--- src/rtl/npc_pc_unit_pkg.sv ---
// Shared definitions for the program-counter stage: next-PC select codes,
// FSM state encodings, the default reset PC and an alignment helper.
package npc_pc_unit_pkg;

    localparam logic [1:0] NPC_PLUS4  = 2'b00;
    localparam logic [1:0] NPC_BRANCH = 2'b01;
    localparam logic [1:0] NPC_JAL    = 2'b10;
    localparam logic [1:0] NPC_JALR   = 2'b11;

    localparam logic [31:0] DEFAULT_RESET_PC = 32'h0000_0000;

    typedef enum logic [1:0] {
        BOOT = 2'b00,
        RUN  = 2'b01,
        TRAP = 2'b10
    } pc_state_e;

    // A fetch target is usable only if it is word aligned.
    function automatic logic is_misaligned(input logic [31:0] addr);
        return (addr[1:0] != 2'b00);
    endfunction

endpackage

--- src/rtl/npc_pc_unit_if.sv ---
// Bus between the EX-stage branch judge / hazard unit and the PC stage.
// master = side that drives the EX-stage information, slave = the PC stage.
interface npc_pc_unit_if #(
    parameter int unsigned CNT_W = 32
);
    logic [1:0]       npc_sel;
    logic             ex_valid;
    logic [31:0]      ex_pc;
    logic [31:0]      ex_imm;
    logic [31:0]      ex_rs1;
    logic             stall;
    logic [31:0]      pc;
    logic [31:0]      pc_plus4;
    logic             fetch_valid;
    logic             kill_ifid;
    logic             kill_idex;
    logic [CNT_W-1:0] redirect_cnt;
    logic             misalign;

    modport master (
        output npc_sel, ex_valid, ex_pc, ex_imm, ex_rs1, stall,
        input  pc, pc_plus4, fetch_valid, kill_ifid, kill_idex, redirect_cnt, misalign
    );

    modport slave (
        input  npc_sel, ex_valid, ex_pc, ex_imm, ex_rs1, stall,
        output pc, pc_plus4, fetch_valid, kill_ifid, kill_idex, redirect_cnt, misalign
    );
endinterface

--- src/rtl/npc_target_calc.sv ---
// Redirect target computation for the PC stage. Branch and jal add the
// immediate to the EX PC; jalr adds it to rs1 and clears bit 0. The
// alignment flag port exists only when PC_ALIGN_CHECK_EN is defined.
module npc_target_calc
    import npc_pc_unit_pkg::*;
(
    input  logic [1:0]  npc_sel,
    input  logic [31:0] ex_pc,
    input  logic [31:0] ex_imm,
    input  logic [31:0] ex_rs1,
`ifdef PC_ALIGN_CHECK_EN
    output logic        misaligned,
`endif
    output logic [31:0] target
);

    // Select the adder operands by jump kind; sums wrap modulo 2^32
    always_comb begin
        target = ex_pc + ex_imm;
        case (npc_sel)
            NPC_BRANCH, NPC_JAL: target = ex_pc + ex_imm;
            NPC_JALR:            target = (ex_rs1 + ex_imm) & 32'hFFFF_FFFE;
            default:             target = ex_pc + ex_imm;
        endcase
    end

`ifdef PC_ALIGN_CHECK_EN
    assign misaligned = is_misaligned(target);
`endif

endmodule

--- src/rtl/npc_pc_unit.sv ---
// Program-counter stage: owns the fetch PC, the BOOT/RUN(/TRAP) FSM, the
// pipeline kill strobes and a saturating redirect counter.
// Optional feature macro: PC_ALIGN_CHECK_EN (misaligned targets trap).
module npc_pc_unit
    import npc_pc_unit_pkg::*;
#(
    parameter logic [31:0] RESET_PC = DEFAULT_RESET_PC,
    parameter int unsigned CNT_W    = 32
) (
    input logic           clk,
    input logic           rst,
    npc_pc_unit_if.slave  bus
);

    localparam logic [CNT_W-1:0] CNT_MAX  = {CNT_W{1'b1}};
    localparam logic [CNT_W-1:0] CNT_ZERO = {CNT_W{1'b0}};
    localparam logic [CNT_W-1:0] CNT_ONE  = {{(CNT_W-1){1'b0}}, 1'b1};

    pc_state_e        state_r;
    logic [31:0]      pc_r;
    logic [31:0]      pc_plus4_r;
    logic [CNT_W-1:0] cnt_r;
    logic             fetch_valid_r;
    logic [31:0]      target_s;
    logic             redirect_s;
    logic             kill_s;
`ifdef PC_ALIGN_CHECK_EN
    logic             misalign_r;
    logic             tgt_misaligned_s;
`endif

    npc_target_calc u_target_calc (
        .npc_sel    (bus.npc_sel),
        .ex_pc      (bus.ex_pc),
        .ex_imm     (bus.ex_imm),
        .ex_rs1     (bus.ex_rs1),
`ifdef PC_ALIGN_CHECK_EN
        .misaligned (tgt_misaligned_s),
`endif
        .target     (target_s)
    );

    assign redirect_s = bus.ex_valid & (bus.npc_sel != NPC_PLUS4);

    // Kill strobes: same-cycle redirect in RUN, held high while trapped
    always_comb begin
        kill_s = 1'b0;
        case (state_r)
            RUN:     kill_s = redirect_s;
`ifdef PC_ALIGN_CHECK_EN
            TRAP:    kill_s = 1'b1;
`endif
            default: kill_s = 1'b0;
        endcase
    end

    // FSM, PC register, redirect counter and sticky misalign flag
    always_ff @(posedge clk or posedge rst) begin
        if (rst) begin
            state_r       <= BOOT;
            pc_r          <= RESET_PC;
            pc_plus4_r    <= RESET_PC + 32'd4;
            cnt_r         <= CNT_ZERO;
            fetch_valid_r <= 1'b0;
`ifdef PC_ALIGN_CHECK_EN
            misalign_r    <= 1'b0;
`endif
        end else begin
            case (state_r)
                // One cycle for the instruction memory read of RESET_PC
                BOOT: begin
                    state_r       <= RUN;
                    fetch_valid_r <= 1'b1;
                    pc_r          <= pc_plus4_r;
                    pc_plus4_r    <= pc_plus4_r + 32'd4;
                end
                RUN: begin
                    if (redirect_s) begin
`ifdef PC_ALIGN_CHECK_EN
                        if (tgt_misaligned_s) begin
                            state_r       <= TRAP;
                            fetch_valid_r <= 1'b0;
                            misalign_r    <= 1'b1;
                        end else begin
                            pc_r       <= target_s;
                            pc_plus4_r <= target_s + 32'd4;
                            cnt_r      <= (cnt_r != CNT_MAX) ? cnt_r + CNT_ONE : cnt_r;
                        end
`else
                        pc_r       <= target_s;
                        pc_plus4_r <= target_s + 32'd4;
                        cnt_r      <= (cnt_r != CNT_MAX) ? cnt_r + CNT_ONE : cnt_r;
`endif
                    end else if (!bus.stall) begin
                        pc_r       <= pc_plus4_r;
                        pc_plus4_r <= pc_plus4_r + 32'd4;
                    end else begin
                        pc_r       <= pc_r;
                        pc_plus4_r <= pc_plus4_r;
                    end
                end
`ifdef PC_ALIGN_CHECK_EN
                // Frozen until reset
                TRAP: begin
                    state_r <= TRAP;
                end
`endif
                default: begin
                    state_r       <= BOOT;
                    fetch_valid_r <= 1'b0;
                    pc_r          <= RESET_PC;
                    pc_plus4_r    <= RESET_PC + 32'd4;
                end
            endcase
        end
    end

    assign bus.pc           = pc_r;
    assign bus.pc_plus4     = pc_plus4_r;
    assign bus.fetch_valid  = fetch_valid_r;
    assign bus.kill_ifid    = kill_s;
    assign bus.kill_idex    = kill_s;
    assign bus.redirect_cnt = cnt_r;
`ifdef PC_ALIGN_CHECK_EN
    assign bus.misalign     = misalign_r;
`else
    assign bus.misalign     = 1'b0;
`endif

endmodule

--- src/flat_wrapper.sv ---
// flat-port wrapper written by rule: the top's interface ports become plain ports
module npc_pc_unit_flat import npc_pc_unit_pkg::*;
#(
    parameter logic [31:0] RESET_PC = DEFAULT_RESET_PC,
    parameter int unsigned CNT_W    = 32
)
  (clk, rst, bus_npc_sel, bus_ex_valid, bus_ex_pc, bus_ex_imm, bus_ex_rs1, bus_stall, bus_pc, bus_pc_plus4, bus_fetch_valid, bus_kill_ifid, bus_kill_idex, bus_redirect_cnt, bus_misalign);
  npc_pc_unit_if #(.CNT_W(CNT_W)) bus_i ();
  input logic clk;
  input logic rst;
  input wire logic [$bits(bus_i.npc_sel)-1:0] bus_npc_sel;
  input wire logic [$bits(bus_i.ex_valid)-1:0] bus_ex_valid;
  input wire logic [$bits(bus_i.ex_pc)-1:0] bus_ex_pc;
  input wire logic [$bits(bus_i.ex_imm)-1:0] bus_ex_imm;
  input wire logic [$bits(bus_i.ex_rs1)-1:0] bus_ex_rs1;
  input wire logic [$bits(bus_i.stall)-1:0] bus_stall;
  output wire logic [$bits(bus_i.pc)-1:0] bus_pc;
  output wire logic [$bits(bus_i.pc_plus4)-1:0] bus_pc_plus4;
  output wire logic [$bits(bus_i.fetch_valid)-1:0] bus_fetch_valid;
  output wire logic [$bits(bus_i.kill_ifid)-1:0] bus_kill_ifid;
  output wire logic [$bits(bus_i.kill_idex)-1:0] bus_kill_idex;
  output wire logic [$bits(bus_i.redirect_cnt)-1:0] bus_redirect_cnt;
  output wire logic [$bits(bus_i.misalign)-1:0] bus_misalign;
  assign bus_i.npc_sel = bus_npc_sel;
  assign bus_i.ex_valid = bus_ex_valid;
  assign bus_i.ex_pc = bus_ex_pc;
  assign bus_i.ex_imm = bus_ex_imm;
  assign bus_i.ex_rs1 = bus_ex_rs1;
  assign bus_i.stall = bus_stall;
  assign bus_pc = bus_i.pc;
  assign bus_pc_plus4 = bus_i.pc_plus4;
  assign bus_fetch_valid = bus_i.fetch_valid;
  assign bus_kill_ifid = bus_i.kill_ifid;
  assign bus_kill_idex = bus_i.kill_idex;
  assign bus_redirect_cnt = bus_i.redirect_cnt;
  assign bus_misalign = bus_i.misalign;
  npc_pc_unit #(.RESET_PC(RESET_PC), .CNT_W(CNT_W)) u_core (.clk(clk), .rst(rst), .bus(bus_i));
endmodule
--- config.mk ---
export PLATFORM = sky130hd
export DESIGN_NAME = npc_pc_unit_flat
export DESIGN_NICKNAME = d
export VERILOG_FILES = /design/src/rtl/npc_pc_unit_pkg.sv /design/src/rtl/npc_pc_unit_if.sv /design/src/rtl/npc_target_calc.sv /design/src/rtl/npc_pc_unit.sv /design/src/flat_wrapper.sv
export SDC_FILE = /design/constraint.sdc
export NUM_CORES = 1
export LEC_CHECK = 0
export ABC_AREA = 1
export ABC_CLOCK_PERIOD_IN_PS = 3620
export CAP_MARGIN = 25
export CORE_UTILIZATION = 47
export DETAILED_ROUTE_END_ITERATION = 10
export MAX_ROUTING_LAYER = met4
export PLACE_DENSITY_LB_ADDON = 0.3
export SETUP_SLACK_MARGIN = 0.5
export SYNTH_ARGS = -nofsm -noshare
export SYNTH_HDL_FRONTEND = slang
export SYNTH_SLANG_ARGS = --single-unit
export TNS_END_PERCENT = 50
--- constraint.sdc ---
create_clock -name clk -period 3.62 [get_ports clk]
set_input_delay 0.362 -clock clk [delete_from_list [all_inputs] [get_ports clk]]
set_output_delay 0.362 -clock clk [all_outputs]
set_load 0.01 [all_outputs]
==> CHANGELOG.md, run 1 <==
### Changed

* Inserted Clock Buffers at 9
* Top cells, area: dfrtp_1 21%, nand2_1 21%, inv_1 10%
* DP Worst Slack at roughly 4.8 ps
* DRC at 0
* Detailed-routed wire length on met2 at 17.6 mm
* OpenROAD warning count at 26
* Sum of routed wire segments on met1 at 16.8 mm
* Min-Delay Path Class: primary input to async pin
* Top cell family by delay on the critical path: simple AND/OR/NAND/NOR gates
* Mean routed wirelength per cell at 15.3 um
* Inverter count of the layout excluding clock inverters at 333
* Slew Viols, Final at 0
* Global-route wire length before repair at 59.1 mm
* Worst flop-to-flop path startpoint: u_core.bus.pc_plus4[2]
* Dominant kind of cell by area: combinational gates
* Count of yosys warnings during synthesis at 0
* Library cell appearing most often on the critical path: nand2_1
* Global routing's busiest layer: met2
* Chip area at 0.0245 mm^2
* Top cells by instance count after synthesis: 638 x nand2_1, 304 x inv_1, 195 x nand3_1, 166 x nor2_1, 96 x dfrtp_1
* Placed cell areas at 0.0136 mm^2
* Vias after detailed routing at 12.9k
* Setup repair after global routing missed its margin: no
* Library cells used by synthesis at 54
* Proportion of layout cells with a drive suffix above 1 at 11.8%
* Leading register cell type out of synthesis: dfrtp_1
* Layout Cells excl Fill at between 2k and 2.5k
* Highest-count cells in the layout ignoring fill and taps: 621 x nand2_1, 300 x inv_1, 193 x clkdlybuf4s50_1, 176 x nand3_1, 156 x nor2_1
* Placed wire-length estimate after detailed placement at 30.1 mm
* Total of plain and repair buffers excluding clock buffers at 232
* Number of input and output port buffers inserted at 200
* Post-Synth XOR/XNOR Area at 3.05%
* Total number of placement rows at between 50 and 60
* Fmax at 332 MHz
* Startpoint-to-endpoint class of the critical path: primary input to flop
* Clock-net power at roughly 950 uW
* TritonCTS clock tree: built
* Data required time of the critical path at 3870 ps
* Total non-filler cell area in the finished layout at roughly 0.014 mm^2
* Result of the run: completed
* Top contributor to total power: combinational logic
* Met3 wire length at 2.32 mm
* NetSw at ~2.2 mW
* Most frequent standard cell in the layout excluding fill and tap cells: nand2_1
* Cell-by-cell trace of the critical path: clkdlybuf4s50_1, ha_1, nand2_1, nor2_1, nand2_1, nor2_1, nand2_1, nand3_1, nand2_1, nand3_1, nand2_1, nor2_1, nand2_1, nor2_4, nand3_1, nand3_1, nand2_1
* Tap cells at 319
* Main kind of combinational logic by area: simple AND/OR/NAND/NOR gates
* Fraction of area in multi-input gates at between 50% and 60%
* Clock network fraction of design power at 18.9%
* Data arrival, critical path at 3260 ps
* Sequential fraction of total cell area at 16.8%
* Seq pwr share at a little under a third
* Share of the core filled by cells before placement at 47.9%
* Adder-Cell Fraction of Synth Area at between 7 and 8%
* Layout overhead on the synthesized area at 29.1%
* Register area share after synthesis at 21.7%
* Reported max-cap violation count at 0
* Diodes inserted at 0
* Final global-route overflow total at 0
* Clock-cell share of area at 2.05%
* CP endpoint: u_core.bus.pc_plus4[26]
* Sequential logic power at around 1.6 mW
* Post-synthesis async set-or-reset flop share at 100%
* Compound-Gate Fraction of Synth Area at ~8.5%
* Vias in the first global route at around 12k
* Die span in y at about 160 um
* Register Area at 0.00243 mm^2
* Cell area power density at about 350 mW/mm^2
* CTS sink cnt at 97
* Root Buffer: clkbuf_16
* Largest voltage drop on the vdd net at 268 uV
* Clock transition time at the flip-flop clock pins of the worst setup and hold paths at about 80 ps
* And+or+nand+nor area frac at approximately 47%
* Area of the core region at 0.0234 mm^2
* Switching power share of the total at 42.7%
* Number of H-tree branching levels at 3
* Critical path origin: bus_ex_imm[20]
* Post-synth regs at 97
* Kind of end point of the critical path: flop
* Final setup fails at 0
Figure 1. Routing congestion (run 1).
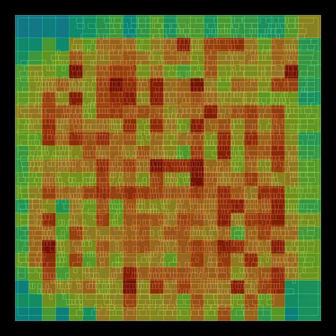
GR Util met1: 41.2%
Global Route Usage Sum: 31.4%
met3 track utilization from global routing: 2.74%
Layout Utilization: 61.8%
Global Route met2 Usage: 52.1%

Figure 2. Drive-strength map (run 1).
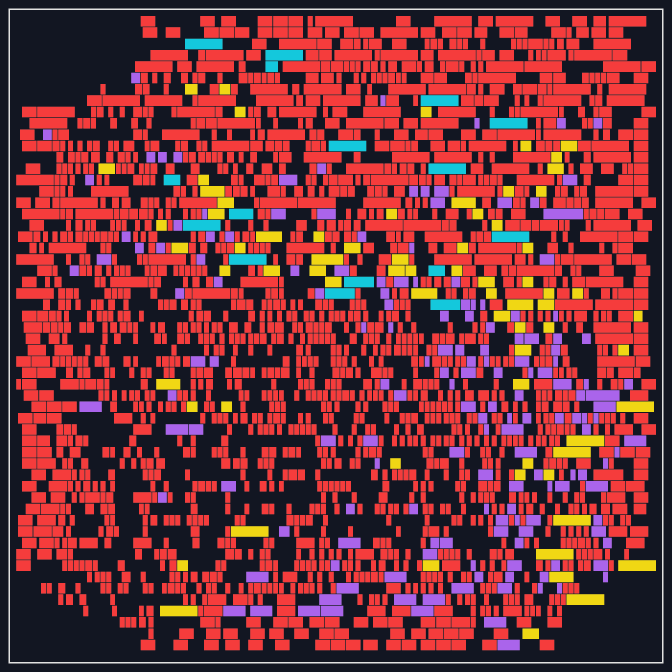
| colour | size | cells | share |
|---|---|---|---|
| purple | x2 | 164 | 7.7% |
| red | x1 and smaller | 1871 | 88% |
| cyan | x6 and larger | 16 | 0.75% |
| yellow | x3 and x4 | 71 | 3.3% |

Figure 3. Selected gate families (run 1).
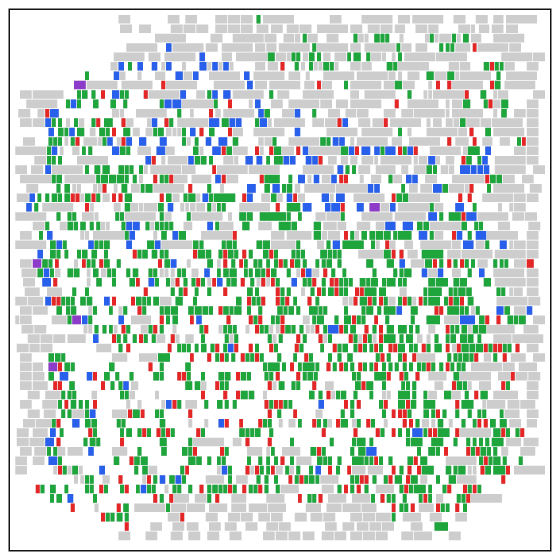
| colour | family | cells | most used |
|---|---|---|---|
| purple | non-inverting ao/oa cells | 5 | a21o_1 |
| red | inv cells | 333 | inv_1 |
| green | nand cells | 918 | nand2_1 |
| blue | aoi and oai cells | 162 | a21oi_1 |

Figure 4. Metal 4 (run 1).
Scale bar: 50 um.
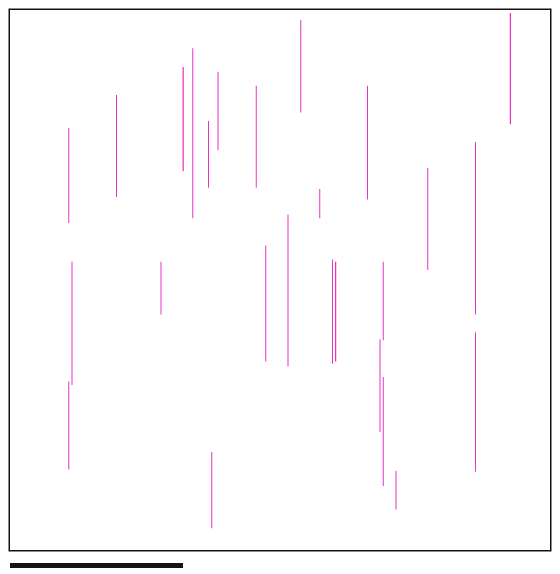
share of all routed wire: 2.0%
main direction: vertical
longest straight run: 49.6 um

Figure 5. Metal layers overlaid (run 1).
Only two layers are drawn.
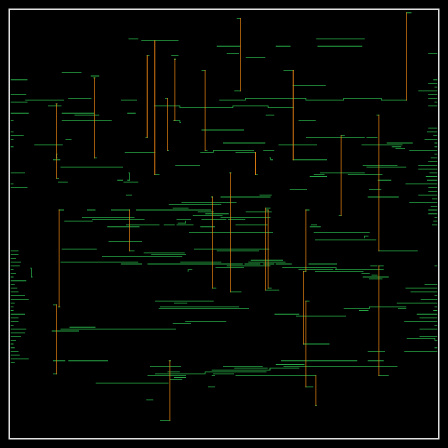

## Run 2: what changed since run 1
--- a/config.mk
+++ b/config.mk
@@ -6,7 +6,7 @@
 export NUM_CORES = 1
 export LEC_CHECK = 0
 export ABC_AREA = 1
-export ABC_CLOCK_PERIOD_IN_PS = 3620
+export ABC_CLOCK_PERIOD_IN_PS = 3020
 export CAP_MARGIN = 25
 export CORE_UTILIZATION = 47
 export DETAILED_ROUTE_END_ITERATION = 10
==> constraint.sdc (replaced) <==
create_clock -name clk -period 3.02 [get_ports clk]
set_input_delay 0.302 -clock clk [delete_from_list [all_inputs] [get_ports clk]]
set_output_delay 0.302 -clock clk [all_outputs]
set_load 0.01 [all_outputs]
Figure 6. Metal layers overlaid (run 2).
Only two layers are drawn.
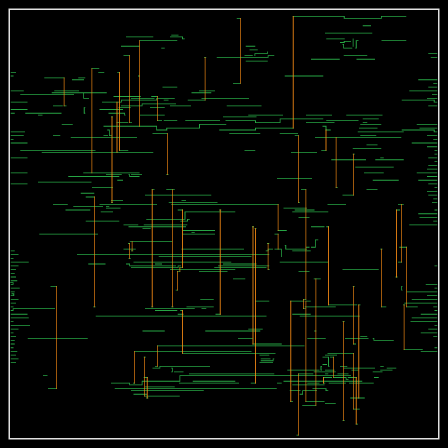
| colour | layer | wire length |
|---|---|---|
| green | M3 | 3110 um |
| orange | M4 | 1230 um |

==> run 2 against run 1 <==
Synthesized cell count is the same. Largest cell class unchanged. Register-to-register slack got worse by 220 ps. Wire length is 19% higher. Hold slack got worse by 94 ps.
==> CHANGELOG.md, run 2 <==
### Changed

* Result of the run: completed (unchanged)
* Switching power share of the total at 43.2% (was 42.7%)
* Mean routed wirelength per cell at 16.6 um (was 15.3 um)
* Total number of placement rows at 56 (unchanged)
* Top contributor to total power: combinational logic (unchanged)
* Proportion of layout cells with a drive suffix above 1 at 34.5% (was 11.8%)
* Clock network fraction of design power at 16.5% (was 18.9%)
* Number of H-tree branching levels at 3 (unchanged)
* Number of I/O pins at 202 (unchanged)
* Reported max-cap violation count at 0 (unchanged)
* Detailed-routed wire length on met2 at 21.7 mm (was 17.6 mm)
* DRC at 0 (unchanged)
* Sequential logic power at 1.85 mW (was 1.55 mW)
* Most frequent standard cell in the layout excluding fill and tap cells: nand2_1 (unchanged)
* Layout overhead on the synthesized area at 61.6% (was 29.1%)
* Fraction of area in multi-input gates at 53.6% (was 54.0%)
* Data arrival, critical path at 2730 ps (was 3260 ps)
* Count of yosys warnings during synthesis at 0 (unchanged)
* Clock-cell share of area at 1.66% (was 2.05%)
* Chip area at 0.0245 mm^2 (unchanged)
* CTS sink cnt at 97 (unchanged)
* Global Route met2 Usage at 59.9% (was 52.1%)
* Dominant kind of cell by area: combinational gates (unchanged)
* Setup repair after global routing missed its margin: yes (was no)
* Vias in the first global route at 13.2k (was 11.9k)
* Top cell family by delay on the critical path: simple AND/OR/NAND/NOR gates (unchanged)
* Clock-net power at 1.18 mW (was 953 uW)
* Critical path origin: bus_ex_rs1[11] (was bus_ex_imm[20])
* Fmax at between 400 and 500 MHz
* GR Util met1 at 43.8% (was 41.2%)
* Placed wire-length estimate after detailed placement at 31.9 mm (was 30.1 mm)
* Number of synthesized flops with an enable pin at 0 (unchanged)
* Main kind of combinational logic by area: simple AND/OR/NAND/NOR gates (unchanged)
* Root Buffer: clkbuf_16 (unchanged)
* Proportion of final cell area spent on non-clock buffers at 22.1% (was 15.7%)
* Post-Synth XOR/XNOR Area at 3.05% (unchanged)
* Met3 wire length at 3.11 mm (was 2.32 mm)
* Sequential fraction of total cell area at 13.4% (was 16.8%)
* Top cells, area: dfrtp_1 21%, nand2_1 21%, inv_1 10% (unchanged)
* Global routing's busiest layer: met2 (unchanged)
* Worst setup margin at 542 ps (was 611 ps)
* Largest net degree at the start of global routing at 63 (was 62)
* Post-synth regs at 97 (unchanged)
* Sum of routed wire segments on met1 at 18.4 mm (was 16.8 mm)
* Min-Delay Path Class: primary input to flop (was primary input to async pin)
* WHS at 353 ps (was 446 ps)
* Register area share after synthesis at 21.7% (unchanged)
* Worst flop-to-flop path startpoint: u_core.bus.pc_plus4[2] (unchanged)
* Clock transition time at the flip-flop clock pins of the worst setup and hold paths at 80 ps (about the same)
* FF+latch count at 97 (unchanged)
* Power drawn by the combinational cells at 4.11 mW (was 2.54 mW)
* Cells after Synth at 1906 (unchanged)
* Library cells used by synthesis at 54 (unchanged)
* NetSw at 3.08 mW (was 2.15 mW)
* OpenROAD warning count at 29 (was 26)
* Seq pwr share at 26.0% (was 30.7%)
* Area of the core region at 0.0234 mm^2 (unchanged)
* Post-synthesis async set-or-reset flop share at 100% (unchanged)
* Placed cell areas at 0.0149 mm^2 (was 0.0136 mm^2)
* Library cell appearing most often on the critical path: nand2_1 (unchanged)
* TritonCTS clock tree: built (unchanged)
* Final setup fails at 0 (unchanged)
* Inserted Clock Buffers at 9 (unchanged)
* Layout Cells excl Fill at 2675 (was 2441)
* Tap cells at 319 (unchanged)
* Share of the core filled by cells before placement at 47.9% (unchanged)
* Met3 track utilization from global routing at 4.10% (was 2.74%)
* Top cells by instance count after synthesis: 638 x nand2_1, 304 x inv_1, 195 x nand3_1, 166 x nor2_1, 96 x dfrtp_1 (unchanged)
* Final global-route overflow total at 0 (unchanged)
* Fraction of synthesized area in multiplexers at 0% (unchanged)
* CP endpoint: u_core.bus.pc_plus4[31] (was u_core.bus.pc_plus4[26])
* Inverter count of the layout excluding clock inverters at 333 (unchanged)
* DP Worst Slack at -308 ps (was 4.77 ps)
* Global-route wire length before repair at 66.2 mm (was 59.1 mm)
* Layout Utilization at 77.4% (was 61.8%)
* Die span in y at 156 um (unchanged)
* Data required time of the critical path at 3270 ps (was 3870 ps)
* Cell area power density at 394 mW/mm^2 (was 348 mW/mm^2)
* Compound-Gate Fraction of Synth Area at 8.51% (unchanged)
* Total non-filler cell area in the finished layout at 0.0181 mm^2 (was 0.0145 mm^2)
* Total of plain and repair buffers excluding clock buffers at 466 (was 232)
Power is estimated from default activity; no workload was simulated.
